**src/rtl/merge_packetizer.sv**
```systemverilog
// Frames a headerless fp32 flit stream into HEAD / BODY... / TAIL NoC packets of PKT_LEN flits.
// Optional macro MERGE_PACKETIZER_RELU_EN clamps negative payloads (sign bit set) to +0.0.

`ifndef DW
`define DW 34
`endif
`ifndef HEAD
`define HEAD 2'b01
`endif
`ifndef BODY
`define BODY 2'b10
`endif
`ifndef TAIL
`define TAIL 2'b11
`endif

module merge_packetizer #(
  parameter int unsigned PKT_LEN = 16,
  parameter logic [7:0]  DST_X   = 8'd0,
  parameter logic [7:0]  DST_Y   = 8'd0
) (
  input  logic           clk,
  input  logic           rst,
  input  logic [`DW-1:0] data_i,
  input  logic           valid_i,
  output logic           ready_o,
  output logic [`DW-1:0] data_o,
  output logic           valid_o,
  input  logic           ready_i,
  output logic           pkt_done_o,
  output logic [15:0]    pkt_cnt_o
);

  typedef enum logic {S_HEAD, S_BODY} state_t;

  localparam logic [15:0]    LAST         = 16'(PKT_LEN - 1);
  localparam logic [`DW-3:0] HEAD_PAYLOAD = {16'(PKT_LEN), DST_Y, DST_X};

  state_t         state, state_n;
  logic [15:0]    cnt, cnt_n;
  logic [`DW-1:0] data_q, data_n;
  logic           valid_q, valid_n;
  logic           done_q, done_n;
  logic [15:0]    pkt_cnt_q, pkt_cnt_n;
  logic           out_free;
  logic [`DW-3:0] payload;
  logic           unused_type;

  assign unused_type = ^data_i[`DW-1:`DW-2];

`ifdef MERGE_PACKETIZER_RELU_EN
  assign payload = data_i[`DW-3] ? '0 : data_i[`DW-3:0];
`else
  assign payload = data_i[`DW-3:0];
`endif

  assign out_free   = ~valid_q | ready_i;
  // Gated by rst so nothing is seen as accepted while the FSM is being cleared.
  assign ready_o    = ~rst & (state == S_BODY) & out_free;
  assign data_o     = data_q;
  assign valid_o    = valid_q;
  assign pkt_done_o = done_q;
  assign pkt_cnt_o  = pkt_cnt_q;

  always_comb begin
    state_n   = state;
    cnt_n     = cnt;
    data_n    = data_q;
    valid_n   = valid_q;
    done_n    = 1'b0;
    pkt_cnt_n = pkt_cnt_q;
    if (out_free) valid_n = 1'b0;
    case (state)
      S_HEAD: begin
        if (valid_i && out_free) begin
          data_n  = {`HEAD, HEAD_PAYLOAD};
          valid_n = 1'b1;
          cnt_n   = '0;
          state_n = S_BODY;
        end
      end
      S_BODY: begin
        if (valid_i && ready_o) begin
          valid_n = 1'b1;
          if (cnt == LAST) begin
            data_n    = {`TAIL, payload};
            done_n    = 1'b1;
            pkt_cnt_n = pkt_cnt_q + 16'd1;
            state_n   = S_HEAD;
          end else begin
            data_n = {`BODY, payload};
            cnt_n  = cnt + 16'd1;
          end
        end
      end
      default: state_n = S_HEAD;
    endcase
  end

  always_ff @(posedge clk) begin
    if (rst) begin
      state     <= S_HEAD;
      cnt       <= '0;
      data_q    <= '0;
      valid_q   <= 1'b0;
      done_q    <= 1'b0;
      pkt_cnt_q <= '0;
    end else begin
      state     <= state_n;
      cnt       <= cnt_n;
      data_q    <= data_n;
      valid_q   <= valid_n;
      done_q    <= done_n;
      pkt_cnt_q <= pkt_cnt_n;
    end
  end

endmodule

```
**config.mk**
```make
export PLATFORM = sky130hd
export DESIGN_NAME = merge_packetizer
export DESIGN_NICKNAME = d
export VERILOG_FILES = /design/src/rtl/merge_packetizer.sv
export SDC_FILE = /design/constraint.sdc
export NUM_CORES = 1
export LEC_CHECK = 0
export ABC_AREA = 1
export ABC_CLOCK_PERIOD_IN_PS = 1900
export CORE_AREA = 5 5 91 93
export CTS_CLUSTER_DIAMETER = 120
export DETAILED_ROUTE_END_ITERATION = 8
export DIE_AREA = 0 0 96 98
export MAX_ROUTING_LAYER = met4
export PLACE_DENSITY = 0.83
export REMOVE_ABC_BUFFERS = 1
export SYNTH_ARGS = -nofsm -noshare
export SYNTH_HDL_FRONTEND = slang
export SYNTH_SLANG_ARGS = --single-unit
```
**constraint.sdc**
```tcl
create_clock -name clk -period 1.9 [get_ports clk]
set_clock_uncertainty 0.1 [all_clocks]
set_input_delay 0.38 -clock clk [delete_from_list [all_inputs] [get_ports clk]]
set_output_delay 0.38 -clock clk [all_outputs]
set_load 0.01 [all_outputs]
```
==> reports/qor.yml, run 1 <==
status: "completed"
gp_congestion: 0.9584
max-cap-violations: 0
comb_share: 0.3623
whs_ns: 0.3635
power.density_nw_per_um2: 729.9
topCellsByArea: "dfxtp_1, nand2_1, a21oi_1, nor2_1, nand3_1"
top_cell: "nand2_1"
edf_count: 0
fa_ha_area_frac: 0.007767
met3_usage: 0.09091
ys_sh_aoi: 0.1146
p_seq_mw: 1.50
root_buffer: "clkbuf_8"
max_slew_margin: 0.6081
ys_seq_frac: 0.4287
setup_violations: 0
cts_hold_buffers: 0
critPathTopFamily: "buffers and inverters"
yosys-top-cells-count: "nand2_1, dfxtp_1, nor2_1"
peakVddDrop_mv: 0.4745
routed-wl-met2_mm: 4.229
comb_area_um2: 1655
grt_usage: 0.1996
final_cells: 693
core_area_um2: 7447
clock_area_frac: 0.05367
n_all_buffers: 109
power_mw: 3.335
cp_num_cells: 1
hold_start: "data_o[3]"
timing_hold_violations_final: 0
power_leader: "registers"
fp_util: 0.4326
path_class: "reg -> out"
rr_worst_depth: 8
whs_path_depth: 2
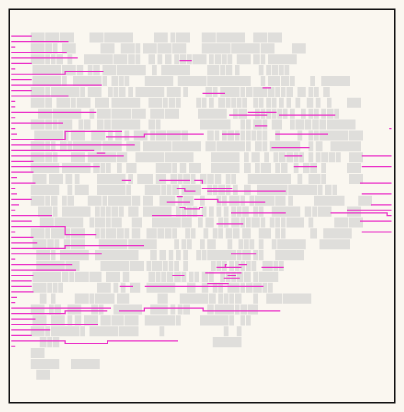
Figure 1: run 1, signal wires on met3.
Drawn at 4 px/um. Cells faint in the background.
nets with wire on the layer = 96
share of all routed wire = 11%
via count: 3498
DRT Wirelength: 8.970 mm

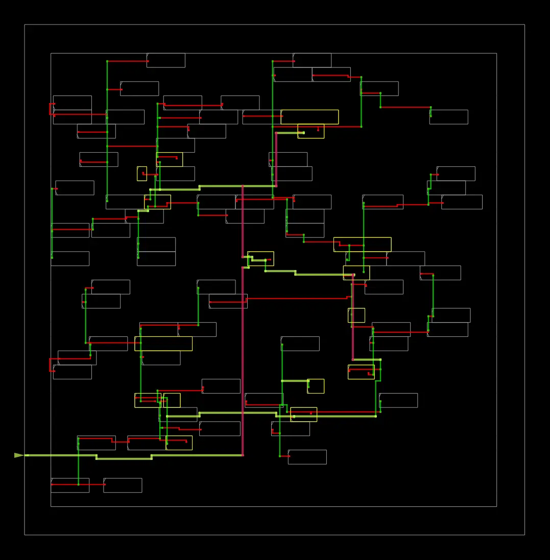
Figure 2: run 1, clock nets.
Num CTS Buffers: 9
CTS sink cnt: 69
P_clk: 1.48 mW
clk ins delay skew pair: 0.35 ns

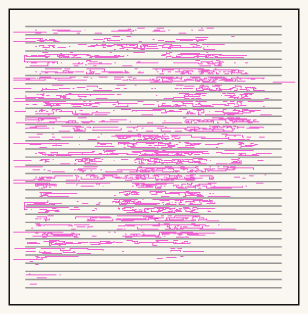
Figure 3: run 1, signal wires on met1.
Drawn at 3 px/um. Supply wires on this layer in gray.
nets with wire on the layer = 564
share of all routed wire = 40%
main direction = horizontal
longest straight run = 26.7 um

Figure 4. Clock network drawn from the DEF (run 1).
Drawn at 4 px/um.
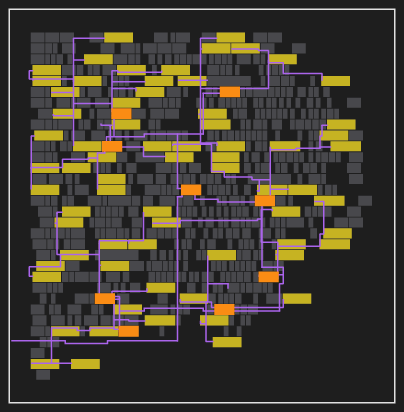

==> run 2, diff against run 1 <==
- ABC_CLOCK_PERIOD_IN_PS: 1900 -> 1810
- PLACE_DENSITY: 0.83 -> default
- PLACE_DENSITY_LB_ADDON: default -> 0.05
- clock period: 1.9 -> 1.81 ns (I/O delays scaled with it)
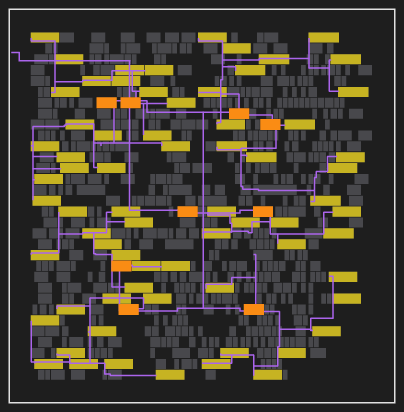
Figure 5: run 2, clock network drawn from the DEF.
Drawn at 4 px/um.
yellow -> flip-flops  # count 69
orange -> clock-net drivers  # count 9
purple -> clock wires  # length 907 um
routed clock nets = 10

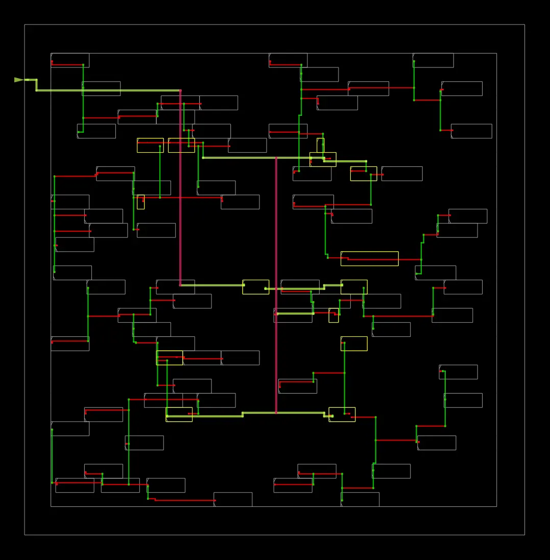
Figure 6: run 2, clock nets.
clkbuf count: 12
flip-flops: 69
clk ins delay skew pair: 0.34 ns
P_clk: 1.21 mW

==> run 2 against run 1 <==
Net effect:
- total power down 4.9%
- global-route usage down 0.68 points
- via count shrank 4.0%
- sequential power rose by 5%
- worst hold slack got worse by 0.0041 ns
- non-clock buffer count rose by 9
- cell area grew 0.66%
- synthesized cell count stayed put
- critical path depth did not move
- count of clock-buffer cells in the layout up 3
- clock power decreased by 18%
- largest cell class unchanged
- wire length is 4.2% lower
==> reports/qor.yml, run 2 <==
status: "completed"
comb_area_um2: 1660  # +0.30%
final_cells: 700  # +1.0%
edf_count: 0  # unchanged
overflow: 0
whs_ns: 0.3593  # -0.004136 ns
setup_violations: 0  # unchanged
grt.busiest_layer: "met2"
nNonClkInverters: 26
placed_area_um2: 4393
core_area_um2: 7447  # unchanged
final_util: 0.6176
synthDistinctLibCells: 28
combPwrFrac: 0.125
timing_hold_violations_final: 0  # unchanged
setup_slack_ns: 0.04841
synth-simple-area-share: 0.3767
arrival_ns: 1.30
clock_area_frac: 0.03917  # -0.01450
power_leader: "registers"
topCellsByArea: "dfxtp_1, nand2_1, a21oi_1, nor2_1, nand3_1"
routed-wl-met2_mm: 3.783  # -11%
wire_per_inst_um: 12.27
clock-sinks: 69  # unchanged
top_cell: "nand2_1"
rsz0062_at_grt: "false"
peakVddDrop_mv: 0.4742  # about the same
final_cell_mix: "nand2_1, clkdlybuf4s50_1, nor2_1"
root_buffer: "clkbuf_8"
n_all_buffers: 118  # +8.3%
avgSynthCellArea_um2: 6.657
cts_max_level: 3
die-area_um2: 9408
cts_hold_buffers: 0  # unchanged
comb_share: 0.3610  # -0.001278
whs_path_depth: 2  # unchanged
cts_buffers: 9  # unchanged
min_period_ns: 1.762
tap_cells: 102
firstDrtPassIters: 4
power_mw: 3.171  # -4.9%
fp_util: 0.4326  # unchanged
ys_seq_frac: 0.4287  # unchanged
p_seq_mw: 1.57  # +5%
path_class: "reg -> out"
yosys-top-cells-count: "nand2_1, dfxtp_1, nor2_1"
ant_nets: 0
max-cap-violations: 0  # unchanged
grt_usage: 0.1928  # -0.006813
gp_congestion: 0.8421  # -12%
drt_drc_violations_left: 0
io_buffers: 88
critPathTopFamily: "buffers and inverters"
seqPwrFrac: 0.494
hold_start: "data_o[1]"
fa_ha_area_frac: 0.007767  # unchanged
cp-start-kind: "flip-flop"
grt_max_degree: 55
crit_fanout: 5
ys_sh_aoi: 0.1146  # unchanged
power.density_nw_per_um2: 689.3  # -5.6%
cp_num_cells: 1  # unchanged
rr_worst_depth: 9  # +1
max_slew_margin: 0.5955  # -0.01260
via_per_inst: 4.797
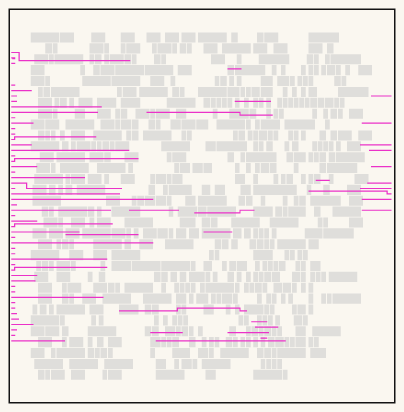
Figure 7: run 2, signal wires on met3.
Drawn at 4 px/um. Cells faint in the background.
longest straight run = 35.2 um
nets with wire on the layer = 73
M3 GR Usage: 0.08552
via count: 3358
DRT Wirelength: 8.589 mm

Power is estimated from default activity; no workload was simulated.
